Design branch_ctrl_flat, sky130hd; sources not shown.
Fig. 1: floorplan with the power grid
The bar under the picture is 50 µm long. Pins as bars on the die edge. Tap cells in grey.
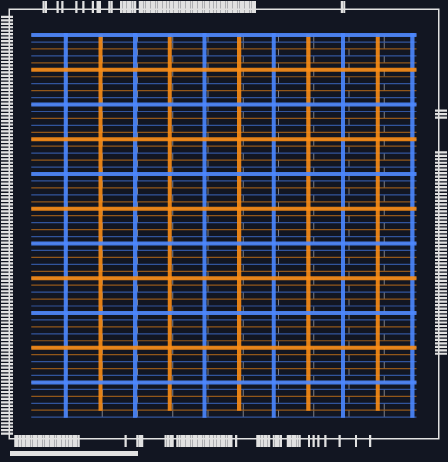
colour	net
blue	VSS
orange	VDD
met5 straps	11
rows	55
met4 straps	11
tap cells	285
Die X: 168 µm
Worst IR Drop VDD: 149 µV
Die Ht: 168 µm
core area: 0.0226 mm²

Fig. 2: placement by cell class
The bar under the picture is 50 µm long.
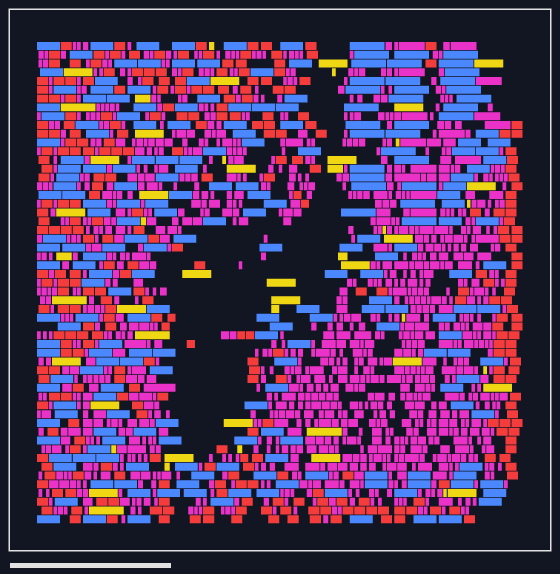
colour	class	cells	share of their area
blue	registers	234	32%
magenta	remaining logic cells	1153	42%
yellow	clock drivers and dummy loads	50	6.0%
red	remaining buffers and delay cells	316	20%
Finished Cell Area: 0.0161 mm²
Rows: 55

==> deck_impl_summary.md <==
Run Summary

Cells and area
  – Logic inverters: 21
  – Signal buffers: 316
  – Dominant logic cell types in the final layout: nand2_1 (355), clkdlybuf4s50_1 (307), dfxtp_1 (202)
  – Finished Layout Cells: 2042

Min path
  – Hold Crit Class: flip-flop to flip-flop

Critical path
  – Crit-path max cell delay: 590 ps
  – Crit path buffers/inverters: 3

Yosys
  – Top comb family, area: simple AND/OR/NAND/NOR gates
  – Yosys warning count: 0

Route
  – Pre-antenna DRT Iters: 7
  – Total wire length: 39800 µm

Outcome
  – Outcome: finished clean

Die
  – Die area: 0.0281 mm²
  – FP Core Util: 0.529

GRT
  – Met3 GRT Util: 0.0922
  – First-pass GRT wire length: 61000 µm

STA
  – Clock skew: 12.9 ps
  – Max Clk Rate: 146 MHz

Pwr
  – Power share of the clock group: 0.453

Placed design
  – Number of I/O port buffers: 308
[power by group through the flow]
stage / clock [µW] / combinational [µW] / sequential (µW)
finish: 1150 / 286 / 1100
global route: 1200 / 309 / 1100
CTS: 1160 / 283 / 1100
detailed placement: 0 / 279 / 1120
global placement: 0 / 272 / 1120
floorplan: 0 / 155 / 1110
[routing by layer]
metal  part of all wire  wire, µm  vias to the layer above
li1                   -         -                     5567
met1               0.36     14500                     5468
met2               0.49     19700                      581
met3               0.11      4310                       83
met4              0.032      1280                        2
met5            0.00033        13                        -
[tightest hold or removal path, delay by kind of cell, from the launching register on]
family / cells / cell delay, ps
simple gates: 1 / 50
compound gates: 1 / 50
flops: 1 / 310
No activity file was given, so power comes from the tool's default toggle rates.
